[src/rtl/uart_rx.sv]
// UART receiver: deserialises 8N1 frames from an asynchronous line into bytes on a
// valid/ready interface, with 3-sample majority voting, framing-error and overrun flags.
module uart_rx #(
   parameter int unsigned CLK_FREQ = 100_000_000,
   parameter int unsigned BAUD     = 115200
) (
   input  logic       clk,
   input  logic       rst_n,
   input  logic       rx,
   output logic [7:0] rx_data,
   output logic       rx_valid,
   input  logic       rx_ready,
   output logic       frame_err,
   output logic       overrun,
   output logic       busy
);

   localparam int unsigned CLKS_PER_BIT = CLK_FREQ / BAUD;
   localparam int unsigned HALF         = CLKS_PER_BIT / 2;
   localparam int unsigned CW           = $clog2(CLKS_PER_BIT);

   localparam logic [CW-1:0] CNT_SAMP_A = CW'(HALF - 1);
   localparam logic [CW-1:0] CNT_SAMP_B = CW'(HALF);
   localparam logic [CW-1:0] CNT_MID    = CW'(HALF + 1);
   localparam logic [CW-1:0] CNT_LAST   = CW'(CLKS_PER_BIT - 1);

   // Fewer than 8 clocks per bit leaves no room for three distinct mid-bit samples.
   if (CLKS_PER_BIT < 8) begin : g_bad_cfg
      $error("uart_rx: CLK_FREQ / BAUD must be at least 8");
   end

   typedef enum logic [2:0] {
      StIdle,
      StStart,
      StData,
      StStop,
      StBreak
   } state_e;

   // Synchroniser and edge-detect history
   logic rx_meta;
   logic rx_s;
   logic rx_prev;

   // Bit-timing state
   state_e        state_q, state_d;
   logic [CW-1:0] cnt_q, cnt_d;
   logic [2:0]    bit_idx_q, bit_idx_d;
   logic [7:0]    shreg_q, shreg_d;
   logic          samp_a_q, samp_a_d;
   logic          samp_b_q, samp_b_d;

   // Per-cycle events from the FSM
   logic maj;
   logic at_mid;
   logic at_last;
   logic deliver;
   logic ferr;

   // Two-flop synchroniser on the raw line, plus one more flop for falling-edge detection
   always_ff @(posedge clk) begin
      if (!rst_n) begin
         rx_meta <= 1'b1;
         rx_s    <= 1'b1;
         rx_prev <= 1'b1;
      end else begin
         rx_meta <= rx;
         rx_s    <= rx_meta;
         rx_prev <= rx_s;
      end
   end

   // FSM and bit-timing registers
   always_ff @(posedge clk) begin
      if (!rst_n) begin
         state_q   <= StIdle;
         cnt_q     <= '0;
         bit_idx_q <= '0;
         shreg_q   <= '0;
         samp_a_q  <= 1'b1;
         samp_b_q  <= 1'b1;
      end else begin
         state_q   <= state_d;
         cnt_q     <= cnt_d;
         bit_idx_q <= bit_idx_d;
         shreg_q   <= shreg_d;
         samp_a_q  <= samp_a_d;
         samp_b_q  <= samp_b_d;
      end
   end

   // Third vote is the live synchronised line at HALF+1, so the decision needs no extra cycle.
   assign maj     = (samp_a_q & samp_b_q) | (samp_a_q & rx_s) | (samp_b_q & rx_s);
   assign at_mid  = (cnt_q == CNT_MID);
   assign at_last = (cnt_q == CNT_LAST);

   // Next-state logic: bit counting, majority capture, shifting and frame decisions
   always_comb begin
      state_d   = state_q;
      cnt_d     = cnt_q + CW'(1);
      bit_idx_d = bit_idx_q;
      shreg_d   = shreg_q;
      samp_a_d  = (cnt_q == CNT_SAMP_A) ? rx_s : samp_a_q;
      samp_b_d  = (cnt_q == CNT_SAMP_B) ? rx_s : samp_b_q;
      deliver   = 1'b0;
      ferr      = 1'b0;

      unique case (state_q)
         StIdle: begin
            cnt_d = '0;
            if (rx_prev && !rx_s) begin
               state_d = StStart;
            end
         end

         StStart: begin
            if (at_mid && maj) begin
               // Glitch rather than a real start bit
               state_d = StIdle;
               cnt_d   = '0;
            end else if (at_last) begin
               state_d   = StData;
               cnt_d     = '0;
               bit_idx_d = '0;
            end
         end

         StData: begin
            if (at_mid) begin
               shreg_d = {maj, shreg_q[7:1]};
            end
            if (at_last) begin
               cnt_d = '0;
               if (bit_idx_q == 3'd7) begin
                  state_d = StStop;
               end else begin
                  bit_idx_d = bit_idx_q + 3'd1;
               end
            end
         end

         StStop: begin
            // Leave mid-stop-bit so a following start edge is never missed.
            if (at_mid) begin
               cnt_d = '0;
               if (maj) begin
                  deliver = 1'b1;
                  state_d = StIdle;
               end else begin
                  ferr    = 1'b1;
                  state_d = StBreak;
               end
            end
         end

         StBreak: begin
            cnt_d = '0;
            if (rx_s) begin
               state_d = StIdle;
            end
         end

         default: begin
            state_d = StIdle;
            cnt_d   = '0;
         end
      endcase
   end

   // Output holding register: delivery, handshake consumption, overrun and frame-error pulse
   always_ff @(posedge clk) begin
      if (!rst_n) begin
         rx_data   <= '0;
         rx_valid  <= 1'b0;
         frame_err <= 1'b0;
         overrun   <= 1'b0;
      end else begin
         frame_err <= ferr;
         if (deliver) begin
            // A byte being accepted this cycle frees the slot for the new one.
            if (!rx_valid || rx_ready) begin
               rx_data  <= shreg_q;
               rx_valid <= 1'b1;
            end else begin
               overrun <= 1'b1;
            end
         end else if (rx_valid && rx_ready) begin
            rx_valid <= 1'b0;
         end
      end
   end

   assign busy = (state_q != StIdle);

endmodule

[config.mk]
export PLATFORM = sky130hd
export DESIGN_NAME = uart_rx
export DESIGN_NICKNAME = d
export VERILOG_FILES = /design/src/rtl/uart_rx.sv
export SDC_FILE = /design/constraint.sdc
export NUM_CORES = 1
export LEC_CHECK = 0
export CAP_MARGIN = 30
export CORE_UTILIZATION = 40
export CTS_BUF_LIST = sky130_fd_sc_hd__clkbuf_2 sky130_fd_sc_hd__clkbuf_4 sky130_fd_sc_hd__clkbuf_8
export CTS_CLUSTER_SIZE = 16
export DETAILED_ROUTE_END_ITERATION = 6
export SETUP_SLACK_MARGIN = 0.1
export SYNTH_ARGS = -nofsm -noshare
export SYNTH_HDL_FRONTEND = slang
export SYNTH_SLANG_ARGS = --single-unit
[constraint.sdc]
create_clock -name clk -period 5.75 [get_ports clk]
set_input_delay 1.15 -clock clk [delete_from_list [all_inputs] [get_ports clk]]
set_output_delay 1.15 -clock clk [all_outputs]
set_load 0.02 [all_outputs]
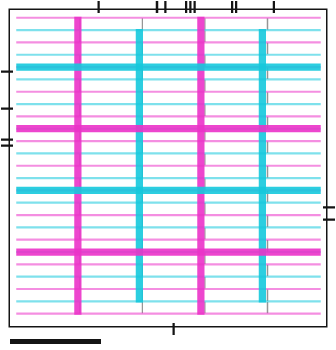
run_1/floorplan.png
The bar under the picture is 20 µm long. Pins as bars on the die edge. Tap cells in gray.
- VDD: cyan
- VSS: magenta
- met5 straps: 4
- tap cells: 52
- met4 straps: 4
- rows: 24
height of the chip: 69.7 µm
placeable core region: 4380 µm²
peak supply drop: 0.147 mV
width of the die: 69.7 µm

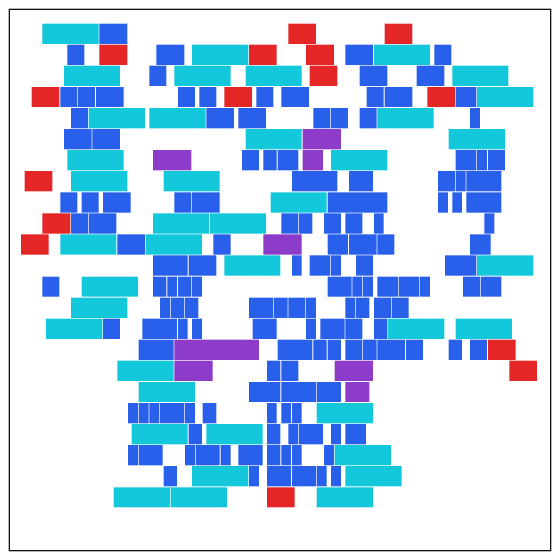
run_1/class_map.png
- registers: cyan (cells 40; share of their area 39%)
- remaining logic cells: blue (cells 147; share of their area 48%)
- remaining buffers and delay cells: red (cells 15; share of their area 7.3%)
- clock drivers and dummy loads: purple (cells 8; share of their area 5.6%)

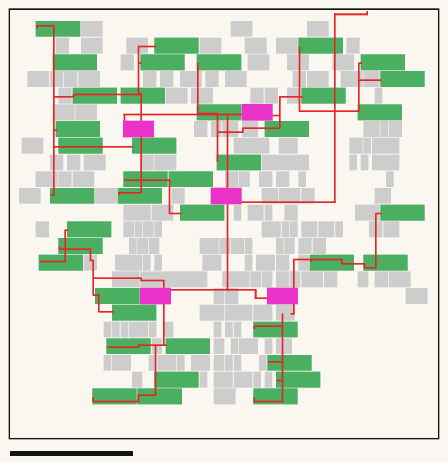
run_1/clock_wires.png
The bar under the picture is 20 µm long.
- clock wires: red (length 457 µm)
- flip-flops: green (count 40)
- clock-net drivers: magenta (count 5)
- routed clock nets: 6
- flops lie: widely spread

==> reports/metrics.json, run 1 <==
{
  "drt": {
    "met3_wirelength_um": 117,
    "detail_route.wirelength.met1_mm": 1.60,
    "detail-route-antenna-nets": 0,
    "wirelength_mm": 3.47,
    "first_pass_iters": 4,
    "drt-wirelength-per-cell_um": 13.3
  },
  "pwr": {
    "power_top_consumer": "sequential cells",
    "p_comb_share_pct": 5.9,
    "clock_share_of_power_pct": 42.1,
    "power.share.switching_pct": 22.3,
    "sw_power_uw": 122,
    "seq_cell_power_uw": 285,
    "cellInternalPower_uw": 426
  },
  "synth": {
    "synth_largest_type_area_fraction_pct": 43.7,
    "synth_cells": 196,
    "yosysCellCount": 196,
    "synth_area_um2": 1830,
    "topCombFamilyByArea": "simple AND/OR/NAND/NOR gates",
    "post_synth.cell_area_avg_um2": 9.36,
    "ys_sh_mux_pct": 8.73,
    "yosys-top-cells-area": "sky130_fd_sc_hd__dfxtp_1, sky130_fd_sc_hd__mux2i_1, sky130_fd_sc_hd__nor2b_1",
    "synthAdderAreaFrac_pct": 3.96,
    "yosys.stat.chipArea_um2": 1830,
    "ys.flop_type": "sky130_fd_sc_hd__dfxtp_1",
    "async_flop_share_pct": 0
  },
  "worst_setup_path": {
    "cp_slowest_cell": "sky130_fd_sc_hd__clkdlybuf4s50_1",
    "cp-end-kind": "output port",
    "timing.critical_path.buf_inv": 1,
    "crit_cells": 2,
    "longest_individual_stage_delay_on_the_worst_path_ns": 0.54,
    "setup.worst_path.end": "busy",
    "rr_worst_depth": 6,
    "r2r_end": "state_q[1]",
    "timing_worst_setup_path_type": "reg -> out",
    "cp_data_arrival_time_ns": 1.67
  },
  "global_routing": {
    "gr-usage-met2_pct": 25.8,
    "maximum_number_of_pins_on_one_net_before_global_route_repair": 31,
    "global_route.usage.met1_pct": 19.8,
    "antenna_found_initial": 0,
    "first_global_vias": 1310
  },
  "sta": {
    "layout_min_cycle_time_ns": 2.82,
    "fmax_mhz": 355,
    "rsz_0062_raised_after_global_routing": "no",
    "worstMarginPinSlew_ns": 0.882,
    "period_used_pct": 49.0,
    "slew_headroom_pct": 41.0,
    "timing_hold_violations_final": 0,
    "finalSetupViolations": 0
  },
  "place": {
    "gp_congestion": 0.868,
    "pre_cts_slack_ns": 2.66,
    "dp_cells": 254,
    "port_buffers": 15,
    "place.detailed.hpwl_mm": 2.50
  },
  "worst_hold_path": {
    "holdCritPathClass": "reg -> reg",
    "number_of_cells_on_the_worst_hold_path": 1,
    "startpoint_of_the_tightest_hold_check_path": "rx_meta"
  },
  "cts": {
    "cts.hold.buffers_added": 0,
    "post_cts_resize_count": 0,
    "cts_inserted_buffers": 5
  },
  "final_layout": {
    "finalNonFillerCells": 262,
    "largest-register": "cnt_q"
  },
  "die": {
    "die_area_um2": 4860,
    "fp-row-count": 24
  },
  "outcome": {
    "run_status": "finished, final reports clean"
  }
}
## run 1: stage by stage
| step | instance area (µm²) | hold WS (ns) |
|---|---|---|
| after floorplan | 1830 | 0.386 |
| after global placement | 2010 | 0.390 |
| after detailed placement | 2010 | 0.401 |
| after CTS | 2130 | 0.420 |
| after global routing | 2130 | 0.437 |
| final | 2130 | 0.417 |
## run 1: Yosys cell counts (2+ instances only)
cell type,number
sky130_fd_sc_hd__buf_2,2
sky130_fd_sc_hd__o21ai_0,3
sky130_fd_sc_hd__mux2i_1,16
sky130_fd_sc_hd__dfxtp_1,40
sky130_fd_sc_hd__o21a_1,3
sky130_fd_sc_hd__xor2_1,4
sky130_fd_sc_hd__or2_2,2
sky130_fd_sc_hd__and2_1,2
sky130_fd_sc_hd__a21o_1,2
sky130_fd_sc_hd__nand2_1,16
sky130_fd_sc_hd__inv_1,5
sky130_fd_sc_hd__nor3_1,2
sky130_fd_sc_hd__a21boi_0,2
sky130_fd_sc_hd__or3b_4,2
sky130_fd_sc_hd__ha_1,5
sky130_fd_sc_hd__nand3_1,11
sky130_fd_sc_hd__nor2_1,17
sky130_fd_sc_hd__nor2b_1,20
sky130_fd_sc_hd__nand2b_1,6
sky130_fd_sc_hd__a21oi_1,2
sky130_fd_sc_hd__nand4_1,3
sky130_fd_sc_hd__and4_1,2
sky130_fd_sc_hd__xnor2_1,4
sky130_fd_sc_hd__clkbuf_1,6
## run 1: cell type report
cell class | instances | area, µm² | share of cell area, %
clock buffers | 5 | 68.8 | 3.24
clock inverters | 3 | 46.3 | 2.18
inverters | 5 | 18.8 | 0.882
multi-input cells | 142 | 977 | 45.9
flip-flops and latches | 40 | 801 | 37.6
well taps | 52 | 65.1 | 3.06
repair buffers | 15 | 150 | 7.06
--- run 2 (diff from run 1) ---
==> constraint.sdc (replaced) <==
create_clock -name clk -period 2.6 [get_ports clk]
set_input_delay 0.52 -clock clk [delete_from_list [all_inputs] [get_ports clk]]
set_output_delay 0.52 -clock clk [all_outputs]
set_load 0.02 [all_outputs]
==> run 2 against run 1 <==
Against the previous run:
- die size unchanged
- global-route usage increased by 1.1 points
- non-clock buffer count increased by 3
- synthesized cell count did not move
- count of clock-buffer cells in the layout increased by 1
- critical path type is now reg -> reg
- critical endpoint is now cnt_q[3]
- largest cell class unchanged
==> reports/metrics.json, run 2 <==
{
  "synth": {
    "synthMostInstantiatedCell": "sky130_fd_sc_hd__dfxtp_1",
    "post_synth.cell_area_avg": {"value": 9.36, "unit": "µm²", "change": "unchanged"},
    "synth_largest_type_area_fraction": {"value": 43.7, "unit": "%", "change": "unchanged"},
    "synth_area": {"value": 1830, "unit": "µm²", "change": "unchanged"},
    "synth-edff-count": 0,
    "yosysCellCount": {"value": 196, "change": "unchanged"},
    "syn_nets": 205,
    "topCombFamilyByArea": "simple AND/OR/NAND/NOR gates",
    "synthAdderAreaFrac": {"value": 3.96, "unit": "%", "change": "unchanged"},
    "synth_cells": {"value": 196, "change": "unchanged"},
    "yosys.stat.chipArea": {"value": 1830, "unit": "µm²", "change": "unchanged"},
    "ys_sh_mux": {"value": 8.73, "unit": "%", "change": "unchanged"},
    "async_flop_share": {"value": 0, "unit": "%", "change": "unchanged"},
    "yosys-top-cells-area": "sky130_fd_sc_hd__dfxtp_1, sky130_fd_sc_hd__mux2i_1, sky130_fd_sc_hd__nor2b_1",
    "ys.flop_type": "sky130_fd_sc_hd__dfxtp_1",
    "synth.cells.most_frequent": "sky130_fd_sc_hd__dfxtp_1, sky130_fd_sc_hd__nor2b_1, sky130_fd_sc_hd__nor2_1"
  },
  "sta": {
    "layout_min_cycle_time_ns": 2.24,
    "final.hold.worst_slack": {"value": 0.404, "unit": "ns", "change": "-0.0125 ns"},
    "rsz_0062_raised_after_global_routing": "no",
    "fmax_mhz": 447,
    "finalSetupViolations": {"value": 0, "change": "unchanged"},
    "worstMarginPinSlew": {"value": 0.721, "unit": "ns", "change": "-0.161 ns"},
    "period_used_pct": 86.0,
    "slew_headroom": {"value": 51.5, "unit": "%", "change": "+10 points"},
    "timing_hold_violations_final": {"value": 0, "change": "unchanged"},
    "fin_tns_setup_ns": 0
  },
  "cts": {
    "cts_root_buf": "sky130_fd_sc_hd__clkbuf_8",
    "post_cts_resize_count": {"value": 0, "change": "unchanged"},
    "cts_inserted_buffers": {"value": 5, "change": "unchanged"},
    "cts.hold.buffers_added": {"value": 0, "change": "unchanged"},
    "clk_pin_slew_ns": 0.08,
    "cts_max_level": 2
  },
  "drt": {
    "detail-route-antenna-nets": {"value": 0, "change": "unchanged"},
    "detail_route.iter0.violations": 123,
    "first_pass_iters": {"value": 4, "change": "unchanged"}
  },
  "pwr": {
    "ir_worst_vdd": {"value": 0.273, "unit": "mV", "change": "+85%"},
    "power_density_nw_per_um2": 532
  },
  "place": {
    "port_buffers": {"value": 15, "change": "unchanged"},
    "pre_cts_slack": {"value": 0.418, "unit": "ns", "change": "-2.25 ns"},
    "placed_cell_area": {"value": 2030, "unit": "µm²", "change": "+1.1%"},
    "gp_congestion": {"value": 0.886, "change": "+2.2%"},
    "place.detailed.hpwl": {"value": 2.59, "unit": "mm", "change": "+3.4%"},
    "dp_cells": {"value": 257, "change": "+1.2%"}
  },
  "final_layout": {
    "final_cell_area": {"value": 2130, "unit": "µm²", "change": "+0.24%"},
    "layout.core_utilization_pct": 48.6,
    "finalNonFillerCells": {"value": 265, "change": "+1.1%"},
    "largest-register": "cnt_q",
    "number_of_flip_flops_in_the_largest_register": 10
  },
  "global_routing": {
    "first_global_vias": {"value": 1446, "change": "+10%"},
    "antenna_found_initial": {"value": 0, "change": "unchanged"},
    "maximum_number_of_pins_on_one_net_before_global_route_repair": {"value": 30, "change": "-3.2%"}
  },
  "die": {
    "core_area": {"value": 4380, "unit": "µm²", "change": "unchanged"},
    "fp_util_pct": 41.8,
    "die_height": {"value": 69.7, "unit": "µm", "change": "unchanged"},
    "fp-row-count": {"value": 24, "change": "unchanged"},
    "die_w": {"value": 69.7, "unit": "µm", "change": "unchanged"},
    "die_area": {"value": 4860, "unit": "µm²", "change": "unchanged"}
  },
  "worst_setup_path": {
    "cp_slowest_cell": "sky130_fd_sc_hd__a222oi_1",
    "timing_worst_setup_path_type": "reg -> reg",
    "longest_individual_stage_delay_on_the_worst_path": {"value": 0.57, "unit": "ns", "change": "+0.03 ns"},
    "cp-end-kind": "flop",
    "cp_data_arrival_time": {"value": 2.41, "unit": "ns", "change": "+0.74 ns"}
  },
  "worst_hold_path": {
    "holdCritPathClass": "reg -> reg"
  },
  "job": {
    "max_cap_viol_count": 0
  },
  "outcome": {
    "run_status": "finished, final reports clean"
  }
}
==> run 2: cell counts after synthesis <==
Identical to the previous run, type by type.
==> run 2: layer usage <==
metal | track usage (%) | up-vias | share of wire [%]
met2 | 28.9 | 24 | 50
met4 | 7.56 | 0 | 1.5
met5 | 0 | - | 0
met3 | 4.94 | 4 | 2.9
met1 | 19.3 | 638 | 46
li1 | - | 705 | -
==> run 2: path summary, 6_finish.rpt <==
path	from	to	cells past startpoint	slack (ns)
min reg2reg	rx_meta	rx_s	1	0.40
max	cnt_q[0]	cnt_q[3]	6	0.36
max reg2reg	cnt_q[0]	cnt_q[3]	6	0.36
min	rx_meta	rx_s	1	0.40
==> run 2: worst max-delay path: cells and delay by family, from the launching register on <==
family	cells	cell delay, ns
DFF	1	0.41
adders and majority gates	1	0.26
AOI/OAI and AO/OA	2	0.95
and+or+nand+nor	3	0.50
==> run 2: logic make-up (layout without fill, tap and decap cells) <==
group / count (synthesis) / in the layout
flip-flops: 40 / 40
AND-OR/OR-AND: 21 / 21
AND/OR/NAND/NOR: 91 / 91
buffers and inverters: 14 / 31
XOR/XNOR: 8 / 8
multiplexers: 16 / 16
adder cells (fa/ha/maj): 6 / 6
==> run 2: where the power goes <==
part           switching [mW]  total (mW)  internal (mW)
clock network           0.217       0.431          0.215
logic                  0.0355      0.0716         0.0362
registers              0.0126       0.631          0.619
==> run 2: final cells by class <==
class	count	area, µm²
clock buffers	6	82.6
clock inverters	2	15.0
fillers	409	2250
inverters	5	18.8
multi-input cells	142	977
flip-flops and latches	40	801
well taps	52	65.1
repair buffers	18	173
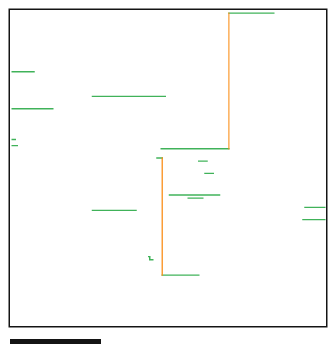
run_2/layers.png
The bar under the picture is 20 µm long. Only two layers are drawn.
- M3: green (wire length 104 µm)
- M4: orange (wire length 55.8 µm)
post-detailed-route wirelength per cell: 13.4 µm
overall global routing resource usage: 16.8%
total detailed-routing wirelength: 3.56 mm
DR vias: 1371

--- run 3 (diff from run 2) ---
--- a/config.mk
+++ b/config.mk
@@ -8,6 +8,7 @@
 export CAP_MARGIN = 30
 export CORE_UTILIZATION = 40
 export CTS_BUF_LIST = sky130_fd_sc_hd__clkbuf_2 sky130_fd_sc_hd__clkbuf_4 sky130_fd_sc_hd__clkbuf_8
+export CTS_CLUSTER_DIAMETER = 60
 export CTS_CLUSTER_SIZE = 16
 export DETAILED_ROUTE_END_ITERATION = 6
 export SETUP_SLACK_MARGIN = 0.1
==> constraint.sdc (replaced) <==
create_clock -name clk -period 1.9 [get_ports clk]
set_input_delay 0.38 -clock clk [delete_from_list [all_inputs] [get_ports clk]]
set_output_delay 0.38 -clock clk [all_outputs]
set_load 0.02 [all_outputs]
==> run 3 against run 2 <==
Against the previous run:
- the run now ends with negative setup slack left
- setup slack worse by 0.37 ns
- maximum frequency is 17% higher
- sequential cell count stayed put
- first-iteration DRC count is 70% lower
- clock power is 38% higher
- hold slack better by 0.0095 ns
- via count is 8.0% higher
- wire length is 12% higher
- non-clock buffer count is 24 higher
- sequential share of layout area is 3.8 points lower
- clock skew hardly changed
- critical endpoint is now bit_idx_q[0]
==> reports/metrics.json, run 3 <==
{
  "drt": {
    "drt-wirelength-per-cell": {"value": 13.7, "unit": "µm", "change": "+2.1%"},
    "first_pass_iters": {"value": 4, "change": "unchanged"},
    "wirelength": {"value": 3.98, "unit": "mm", "change": "+12%"},
    "routed_via_density": 5.11,
    "detail_route.iter0.violations": {"value": 37, "change": "-70%"},
    "detail-route-antenna-nets": {"value": 0, "change": "unchanged"},
    "post-route-drc-count": 0,
    "vias": {"value": 1481, "change": "+8.0%"}
  },
  "place": {
    "gp_congestion": {"value": 0.839, "change": "-5.4%"},
    "port_buffers": {"value": 15, "change": "unchanged"},
    "dp_cells": {"value": 277, "change": "+7.8%"},
    "place.detailed.hpwl": {"value": 2.75, "unit": "mm", "change": "+6.4%"},
    "pre_cts_slack": {"value": -0.0183, "unit": "ns", "change": "-0.436 ns"}
  },
  "synth": {
    "post_synth.cell_area_avg": {"value": 9.36, "unit": "µm²", "change": "unchanged"},
    "synth_largest_type_area_fraction": {"value": 43.7, "unit": "%", "change": "unchanged"},
    "syn_nets": {"value": 205, "change": "unchanged"},
    "yosys.stat.chipArea": {"value": 1830, "unit": "µm²", "change": "unchanged"},
    "synth-edff-count": {"value": 0, "change": "unchanged"},
    "synthMostInstantiatedCell": "sky130_fd_sc_hd__dfxtp_1",
    "yosys-top-cells-area": "sky130_fd_sc_hd__dfxtp_1, sky130_fd_sc_hd__mux2i_1, sky130_fd_sc_hd__nor2b_1",
    "cell_type_with_the_largest_total_area_after_synthesis": "sky130_fd_sc_hd__dfxtp_1",
    "ys_types": 43,
    "synth.yosys.warnings": 0,
    "synth.cells.most_frequent": "sky130_fd_sc_hd__dfxtp_1, sky130_fd_sc_hd__nor2b_1, sky130_fd_sc_hd__nor2_1",
    "ys.flop_type": "sky130_fd_sc_hd__dfxtp_1",
    "async_flop_share": {"value": 0, "unit": "%", "change": "unchanged"},
    "numSynthFlops": 40,
    "yosysCellCount": {"value": 196, "change": "unchanged"},
    "synth_cells": {"value": 196, "change": "unchanged"},
    "synth_area": {"value": 1830, "unit": "µm²", "change": "unchanged"},
    "ys_seq_share_pct": 43.7
  },
  "final_layout": {
    "number_of_flip_flops_in_the_largest_register": {"value": 10, "change": "unchanged"},
    "layout.core_utilization": {"value": 55.3, "unit": "%", "change": "+6.6 points"},
    "mostFrequentLayoutCell": "sky130_fd_sc_hd__dfxtp_1",
    "top_regs": "cnt_q (10), rx_data (8), shreg_q (8)",
    "num-nets-final": 246,
    "flow.area_growth_from_synthesis_pct": 32.1,
    "finalNonFillerCells": {"value": 290, "change": "+9.4%"},
    "top_cells_excl_fill_tap": "sky130_fd_sc_hd__dfxtp_1, sky130_fd_sc_hd__buf_4, sky130_fd_sc_hd__nor2b_1, sky130_fd_sc_hd__nand2_1, sky130_fd_sc_hd__mux2i_1",
    "largest-register": "cnt_q",
    "antenna_cells": 0,
    "drive_gt1_share_pct": 26.9
  },
  "global_routing": {
    "grt.overflow.total": 0,
    "grt_first_pass_wirelength_mm": 6.47,
    "antenna_found_initial": {"value": 0, "change": "unchanged"},
    "maximum_number_of_pins_on_one_net_before_global_route_repair": {"value": 30, "change": "unchanged"},
    "first_global_vias": {"value": 1441, "change": "-0.35%"},
    "grt_use_total": {"value": 16.5, "unit": "%", "change": "-0.37 points"}
  },
  "cts": {
    "clk_latency_ns": 0.29,
    "cts.sink_count": 40,
    "cts_inserted_buffers": {"value": 5, "change": "unchanged"},
    "tritoncts_clock_tree": "done",
    "cts_max_level": {"value": 2, "change": "unchanged"},
    "cts_root_buf": "sky130_fd_sc_hd__clkbuf_8",
    "cts.hold.buffers_added": {"value": 0, "change": "unchanged"},
    "clk_pin_slew": {"value": 0.08, "unit": "ns", "change": "about the same"},
    "clock_tree.buffer_depth": 2
  },
  "sta": {
    "final_critical_path_setup_slack_ns": -0.0112,
    "worst_clock_skew_ns": 0.00751,
    "final.hold.worst_slack": {"value": 0.414, "unit": "ns", "change": "+0.00945 ns"},
    "slew_headroom": {"value": 67.5, "unit": "%", "change": "+16 points"},
    "fmax": {"value": 523, "unit": "MHz", "change": "+17%"},
    "rsz_0062_raised_after_global_routing": "yes",
    "period_used_share": {"value": 101, "unit": "%", "change": "+15 points"},
    "layout_min_cycle_time": {"value": 1.91, "unit": "ns", "change": "-0.326 ns"},
    "finalSetupViolations": {"value": 1, "change": "+1"},
    "timing_hold_violations_final": {"value": 0, "change": "unchanged"},
    "worstMarginPinSlew": {"value": 0.482, "unit": "ns", "change": "-0.239 ns"},
    "slew_violations": 0
  },
  "worst_setup_path": {
    "r2r_start": "cnt_q[1]",
    "timing.critical_path.cells": "ha_4 -> and4bb_1 -> nand4_1 -> or3b_4 -> or4_4 -> a21boi_1",
    "setup.worst_path.end": "bit_idx_q[0]",
    "r2r_end": "bit_idx_q[0]",
    "cp_data_arrival_time": {"value": 2.14, "unit": "ns", "change": "-0.27 ns"},
    "timing_worst_setup_path_type": "reg -> reg",
    "reg2reg_slack": {"value": -0.01, "unit": "ns", "change": "-0.37 ns"},
    "required_arrival_time_at_the_worst_endpoint_ns": 2.12,
    "longest_individual_stage_delay_on_the_worst_path": {"value": 0.44, "unit": "ns", "change": "-0.13 ns"},
    "critical_path.startpoint": "cnt_q[1]",
    "rr_worst_depth": {"value": 6, "change": "unchanged"},
    "crit_path_max_fanout": 4,
    "cp-end-kind": "flop",
    "worst_setup_path_start_kind": "flop",
    "cp_slowest_cell": "sky130_fd_sc_hd__or3b_4"
  },
  "pwr": {
    "power_density": {"value": 664, "unit": "nW/µm²", "change": "+25%"},
    "p_comb_share": {"value": 10.0, "unit": "%", "change": "+3.7 points"},
    "cellInternalPower": {"value": 1.22, "unit": "mW", "change": "+40%"},
    "sw_power": {"value": 390, "unit": "µW", "change": "+47%"},
    "clock_share_of_power": {"value": 37.0, "unit": "%", "change": "-1.0 points"},
    "ir_worst_vdd": {"value": 0.303, "unit": "mV", "change": "+11%"},
    "power.share.switching": {"value": 24.2, "unit": "%", "change": "+0.87 points"},
    "leakage_nw": 0.845,
    "power.sequential.fraction": {"value": 53.0, "unit": "%", "change": "-2.7 points"}
  },
  "die": {
    "fp-row-count": {"value": 24, "change": "unchanged"},
    "die_area": {"value": 4860, "unit": "µm²", "change": "unchanged"},
    "fp_util": {"value": 41.8, "unit": "%", "change": "unchanged"},
    "die_w": {"value": 69.7, "unit": "µm", "change": "unchanged"},
    "core_area": {"value": 4380, "unit": "µm²", "change": "unchanged"},
    "die_height": {"value": 69.7, "unit": "µm", "change": "unchanged"},
    "pin_count": 16
  },
  "outcome": {
    "failed_checks": "negative setup slack",
    "run_status": "complete, but fails checks"
  },
  "job": {
    "max_cap_viol_count": {"value": 0, "change": "unchanged"},
    "openroad.warnings": 31
  },
  "worst_hold_path": {
    "holdCritPathClass": "reg -> reg",
    "startpoint_of_the_tightest_hold_check_path": "rx_meta",
    "number_of_cells_on_the_worst_hold_path": {"value": 1, "change": "unchanged"},
    "hold-path-endpoint": "rx_s"
  }
}
## run 3: critical path, delay by kind of cell (launching register included)
kind,cells,cell delay (ns)
compound gates,1,0.12
simple gates,4,1.23
flops,1,0.36
fa+ha+maj,1,0.13
## run 3: through the flow
step                      instance area (µm²)  power (mW)  TNS [ns]
after global routing                     2420        1.69    -0.179
after floorplan                          1850       0.952         0
after global placement                   2200       0.993         0
final                                    2420        1.61   -0.0112
after detailed placement                 2200       0.995   -0.0362
after CTS                                2320        1.60         0
## run 3: power by group through the flow
stage                     Combinational (mW)  Clock [mW]  Sequential, mW
after floorplan                       0.0814           0           0.871
after global placement                 0.119           0           0.874
after detailed placement               0.121           0           0.875
after CTS                              0.126       0.621           0.855
after global routing                   0.174       0.658           0.854
final                                  0.161       0.596           0.852
## run 3: area by class of cell
cell class / instances / area [µm²]
multi-input cells: 143 / 1060
well taps: 52 / 65.1
clock buffers: 6 / 82.6
inverters: 5 / 18.8
fillers: 389 / 1960
clock inverters: 2 / 13.8
flip-flops and latches: 40 / 818
repair buffers: 42 / 367
## run 3: timing repair
action                     4_1_cts  5_1_grt
buffers inserted                 1        3
gates cloned                     0        1
setup endpoints to repair       23       28
pin swaps                        4       11
gates resized                    8       22
## run 3: cells by family after synthesis
logic type	synth area share [%]
simple gates	28.6
xor+xnor	3.82
flops	43.7
fa+ha+maj	3.96
mux	8.73
compound gates	8.19
buf+inv	3.07
## run 3: routing by layer
layer,vias to the layer above,global-route usage [%],routed length [µm]
met3,6,3.49,100
met2,19,29.3,2120
met5,-,0,0
li1,756,-,-
met1,700,18.9,1720
met4,0,7.11,33
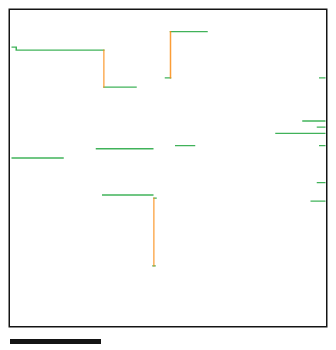
run_3/layers.png
The bar under the picture is 20 µm long. Only two layers are drawn.
- M3: green (wire length 101 µm)
- M4: orange (wire length 33.3 µm)

No activity file was given, so power comes from the tool's default toggle rates.
